==> config.mk <==
export PLATFORM = sky130hd
export DESIGN_NAME = matrix_scan_driver
export DESIGN_NICKNAME = d
export VERILOG_FILES = /design/src/rtl/matrix_scan_driver.sv
export SDC_FILE = /design/constraint.sdc
export NUM_CORES = 1
export LEC_CHECK = 0
export ABC_CLOCK_PERIOD_IN_PS = 6400
export CORE_MARGIN = 2
export CORE_UTILIZATION = 55
export DETAILED_ROUTE_END_ITERATION = 7
export PLACE_DENSITY = 0.74
export SYNTH_ARGS = -nofsm -noshare
export SYNTH_HDL_FRONTEND = slang
export SYNTH_SLANG_ARGS = --single-unit
==> constraint.sdc <==
create_clock -name clk -period 6.4 [get_ports clk]
set_input_delay 0.96 -clock clk [delete_from_list [all_inputs] [get_ports clk]]
set_output_delay 0.96 -clock clk [all_outputs]
set_load 0.05 [all_outputs]
==> src/rtl/matrix_scan_driver.sv <==
// matrix_scan_driver: double-buffered column-scan LED matrix driver with inter-column blanking
module matrix_scan_driver #(
    parameter int COLS           = 8,
    parameter int ROWS           = 8,
    parameter int DWELL          = 64,
    parameter int BLANK          = 4,
    parameter bit ROW_ACTIVE_LOW = 1'b0
) (
    input  logic            clk,
    input  logic            rst_n,
    input  logic            ena,
    input  logic            load_valid,
    input  logic [ROWS-1:0] load_data,
    output logic            load_ready,
    input  logic            load_restart,
    output logic [COLS-1:0] col_out,
    output logic [ROWS-1:0] row_out,
    output logic            frame_start,
    output logic            swap_pulse
);
    localparam int CW = $clog2(COLS);
    localparam int MAXC = (DWELL > BLANK) ? DWELL : BLANK;
    localparam int NW = (MAXC > 1) ? $clog2(MAXC) : 1;
    localparam logic [NW-1:0] DW_LAST = NW'(DWELL - 1);
    localparam logic [NW-1:0] BL_LAST = NW'((BLANK > 0) ? BLANK - 1 : 0);
    localparam logic [CW-1:0] C_LAST = CW'(COLS - 1);
    localparam logic [ROWS-1:0] ROW_OFF = {ROWS{ROW_ACTIVE_LOW}};

    typedef enum logic {S_BLANK, S_DRIVE} state_t;

    state_t          state, state_n;
    logic [NW-1:0]   cnt, cnt_n;
    logic [CW-1:0]   col, col_n, wr_ptr;
    logic            active, active_n, fs_n;
    logic            pending, boundary, swap, xfer;
    logic [ROWS-1:0] disp [COLS];
    logic [ROWS-1:0] wbuf [COLS];
    logic [ROWS-1:0] row_src;

    assign load_ready = rst_n && !pending;
    assign xfer = load_valid && load_ready && !load_restart;
    assign boundary = active && ena && state == S_DRIVE && cnt == DW_LAST && col == C_LAST;
    assign swap = pending && (boundary || !ena);
    // new frame's column 0 may be driven on the very cycle disp is overwritten
    assign row_src = swap ? wbuf[col_n] : disp[col_n];

    always_comb begin
        state_n = state;
        cnt_n = cnt + 1'b1;
        col_n = col;
        active_n = 1'b1;
        fs_n = 1'b0;
        if (!ena) begin
            state_n = S_BLANK;
            cnt_n = '0;
            col_n = '0;
            active_n = 1'b0;
        end else if (!active) begin
            state_n = (BLANK > 0) ? S_BLANK : S_DRIVE;
            cnt_n = '0;
            col_n = '0;
            fs_n = 1'b1;
        end else if (state == S_BLANK) begin
            state_n = (cnt == BL_LAST) ? S_DRIVE : S_BLANK;
            cnt_n = (cnt == BL_LAST) ? '0 : cnt + 1'b1;
        end else if (cnt == DW_LAST) begin
            state_n = (BLANK > 0) ? S_BLANK : S_DRIVE;
            cnt_n = '0;
            col_n = (col == C_LAST) ? '0 : col + 1'b1;
            fs_n = col == C_LAST;
        end
    end

    always_ff @(posedge clk or negedge rst_n) begin
        if (!rst_n) begin
            state <= S_BLANK;
            cnt <= '0;
            col <= '0;
            active <= 1'b0;
            col_out <= '0;
            row_out <= ROW_OFF;
            frame_start <= 1'b0;
        end else begin
            state <= state_n;
            cnt <= cnt_n;
            col <= col_n;
            active <= active_n;
            col_out <= (state_n == S_DRIVE) ? (COLS'(1) << col_n) : '0;
            row_out <= ((state_n == S_DRIVE) ? row_src : '0) ^ ROW_OFF;
            frame_start <= fs_n;
        end
    end

    always_ff @(posedge clk or negedge rst_n) begin
        if (!rst_n) begin
            for (int i = 0; i < COLS; i++) begin
                disp[i] <= '0;
                wbuf[i] <= '0;
            end
            wr_ptr <= '0;
            pending <= 1'b0;
            swap_pulse <= 1'b0;
        end else begin
            swap_pulse <= swap;
            if (swap) begin
                for (int i = 0; i < COLS; i++) disp[i] <= wbuf[i];
                pending <= 1'b0;
            end
            if (load_restart) begin
                wr_ptr <= '0;
            end else if (xfer) begin
                wbuf[wr_ptr] <= load_data;
                wr_ptr <= (wr_ptr == C_LAST) ? '0 : wr_ptr + 1'b1;
                if (wr_ptr == C_LAST) pending <= 1'b1;
            end
        end
    end
endmodule

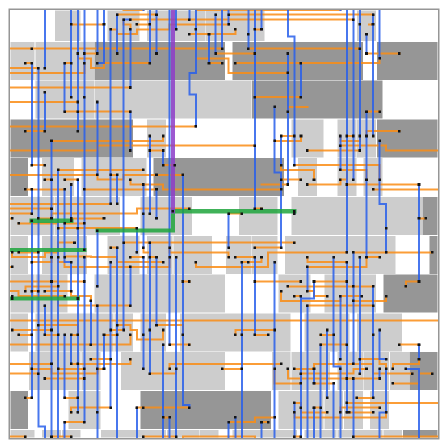
*A small window of the routed layout*
Region (70, 13) to (100, 43) um. Cells in grey, sequential cells in the stronger grey; small squares are vias.
colour	layer
orange	metal 1
purple	metal 4
blue	metal 2
green	metal 3
most frequent	nor2_1 (10), dfrtp_1 (6), mux2_2 (4)
cells with their middle in the window	59
sequential cells in the window	6
netlist names of flops here include	wbuf (2)

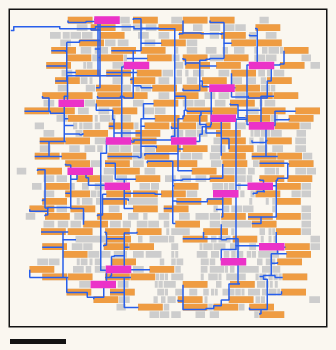
*Clock distribution*
Scale bar: 20 um.
[blue] clock wires | length: 1,770 um
[orange] flip-flops | count: 161
[magenta] clock drivers | count: 17
flops lie	all over the die
routed clock nets	18
Clk Latency, worst-skew pair: 420 ps
proportion of power drawn by the clock network: 47.1%

==> report_table.html <==
<h2>Synthesis and place &amp; route</h2>
<table>
<tr><th>Metric</th><th>Value</th></tr>
<tr><th colspan="2">Placement</th></tr>
<tr><td>Setup WS pre-CTS</td><td>~2500 ps</td></tr>
<tr><td>Placer congestion estimate</td><td>0.777</td></tr>
<tr><td>Count of placed standard cells including taps</td><td>~630</td></tr>
<tr><th colspan="2">Timing</th></tr>
<tr><td>Final critical-path required period</td><td>3770 ps</td></tr>
<tr><td>Worst slew margin relative to its limit</td><td>19.4%</td></tr>
<tr><td>Worst setup slack after layout</td><td>roughly 2600 ps</td></tr>
<tr><td>Min Hold Slack</td><td>478 ps</td></tr>
<tr><td>Unrepaired setup endpoints after global routing</td><td>false</td></tr>
<tr><td>Worst Clk Skew</td><td>approximately 6.3 ps</td></tr>
<tr><td>Actual transition at the worst max-transition pin</td><td>roughly 1200 ps</td></tr>
<tr><td>Period Utilization, post-route</td><td>58.9%</td></tr>
<tr><th colspan="2">GRT</th></tr>
<tr><td>Number of global-route vias before repair</td><td>4,158</td></tr>
<tr><td>GR Util met1</td><td>28.3%</td></tr>
<tr><td>Total grt overflow</td><td>0</td></tr>
<tr><td>Met2 usage</td><td>37.2%</td></tr>
<tr><th colspan="2">Floorplan</th></tr>
<tr><td>DIE WIDTH</td><td>114 um</td></tr>
<tr><td>Cell row count</td><td>40</td></tr>
<tr><td>Chip Height</td><td>about 110 um</td></tr>
<tr><td>Floorplan Utilization</td><td>55.7%</td></tr>
<tr><th colspan="2">Power and ir drop</th></tr>
<tr><td>Clock network power consumption</td><td>1.03 mW</td></tr>
<tr><td>PnR Total Power</td><td>2.18 mW</td></tr>
<tr><th colspan="2">Synth</th></tr>
<tr><td>Post-synthesis average cell area</td><td>14.3 um^2</td></tr>
<tr><td>Post-Syn Area</td><td>between 6000 and 7000 um^2</td></tr>
<tr><td>Commonest flop</td><td>dfrtp_1</td></tr>
<tr><td>Area share of xor/xnor cells in the synthesized design</td><td>0.528%</td></tr>
<tr><td>Cell count after synthesis</td><td>~470</td></tr>
<tr><td>Simple logic cell fraction of the synthesized area</td><td>roughly 8.2%</td></tr>
<tr><td>Multiplexer share of the synthesized area</td><td>22.8%</td></tr>
<tr><td>Fraction of registers with async set or reset after synthesis</td><td>100%</td></tr>
<tr><td>Yosys aoi share</td><td>5.21%</td></tr>
<tr><td>Net count after synthesis</td><td>between 400 and 500</td></tr>
<tr><td>Combinational family with the most area after synthesis</td><td>multiplexers</td></tr>
<tr><td>Synth top cells by count</td><td>dfrtp_1 (161), mux2_2 (129), nor2_1 (36)</td></tr>
<tr><td>Chip area in the Yosys report</td><td>6630 um^2</td></tr>
<tr><th colspan="2">Detailed routing</th></tr>
<tr><td>Via density per instance</td><td>5.89</td></tr>
<tr><td>Met2 WL post-DR</td><td>6.64 mm</td></tr>
<tr><td>Top Layer Used</td><td>met4</td></tr>
<tr><td>Routed met3 length</td><td>272 um</td></tr>
<tr><td>Antenna-violating nets left</td><td>0</td></tr>
<tr><td>Total number of vias</td><td>3,896</td></tr>
<tr><td>Initial drt markers</td><td>244</td></tr>
<tr><th colspan="2">Worst setup path</th></tr>
<tr><td>Element type at the critical path start</td><td>input port</td></tr>
<tr><td>Critical-path top delay cell</td><td>clkdlybuf4s50_1</td></tr>
<tr><td>Crit path to</td><td>load_ready</td></tr>
<tr><td>Setup crit end kind</td><td>primary output</td></tr>
<tr><td>Number of gates on the worst path with buffers counted</td><td>3</td></tr>
<tr><td>Data required time of the worst path</td><td>5440 ps</td></tr>
<tr><td>Largest stage delay on the critical path</td><td>820 ps</td></tr>
<tr><th colspan="2">Clocking</th></tr>
<tr><td>Number of resized instances in the post-cts repair step</td><td>0</td></tr>
<tr><td>Deepest clock path buffer count</td><td>2</td></tr>
<tr><td>Setup Fix Bufs, Post-CTS</td><td>0</td></tr>
<tr><td>Max H-tree Level</td><td>4</td></tr>
<tr><td>Clk root buf</td><td>clkbuf_16</td></tr>
<tr><th colspan="2">Min path</th></tr>
<tr><td>Beginning of the worst hold path</td><td>cnt[0]</td></tr>
<tr><td>Number of cells on the worst hold path</td><td>1</td></tr>
<tr><th colspan="2">Outcome</th></tr>
<tr><td>Run status</td><td>completed</td></tr>
<tr><th colspan="2">Flow run</th></tr>
<tr><td>Count of max-cap constraint violations</td><td>0</td></tr>
<tr><th colspan="2">Layout</th></tr>
<tr><td>Layout cell share with drive strength beyond 1</td><td>35.0%</td></tr>
</table>
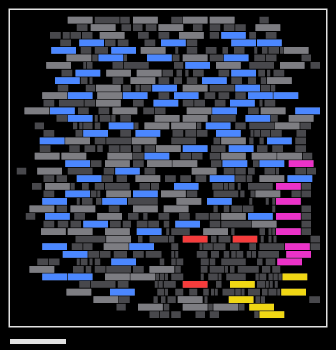
*Register map, names as in the netlist*
Scale bar: 20 um. Other sequential cells in the stronger grey, the rest of the logic in the fainter grey.
colour	signal	sequential cells
magenta	col_out	8
blue	disp	64
yellow	cnt	6
red	col	3
not coloured	80
post-layout utilization of the core: 64.5%
register share of the cell area: 52.5%
total sequential power: 1.07 mW
register cell area after layout: 4030 um^2

## registers in the layout, indices dropped and copies added, names as in the netlist, 3 cells and up
signal / count
cnt: 6
col: 3
col_out: 8
disp: 64
row_out: 8
wbuf: 64
wr_ptr: 3
## final cells by class
cell class              instances  area share [%]
clock buffers                  21            6.13
clock inverters                11            1.76
inverters                       4           0.196
multi-input cells             282            32.6
flip-flops and latches        161            52.5
well taps                     147            2.40
repair buffers                 35            4.45
## cells in the final DEF, fill, tap and decap left out, types with 6 or more instances in the layout
master / count
a221o_1: 7
clkbuf_16: 17
clkdlybuf4s50_1: 30
clkinv_2: 6
dfrtp_1: 161
mux2_2: 129
nand2_1: 8
nor2_1: 36
nor3_1: 6
nor3b_1: 9
o21ai_0: 10
o221ai_1: 6
o22ai_1: 16
No activity file was given, so power comes from the tool's default toggle rates.
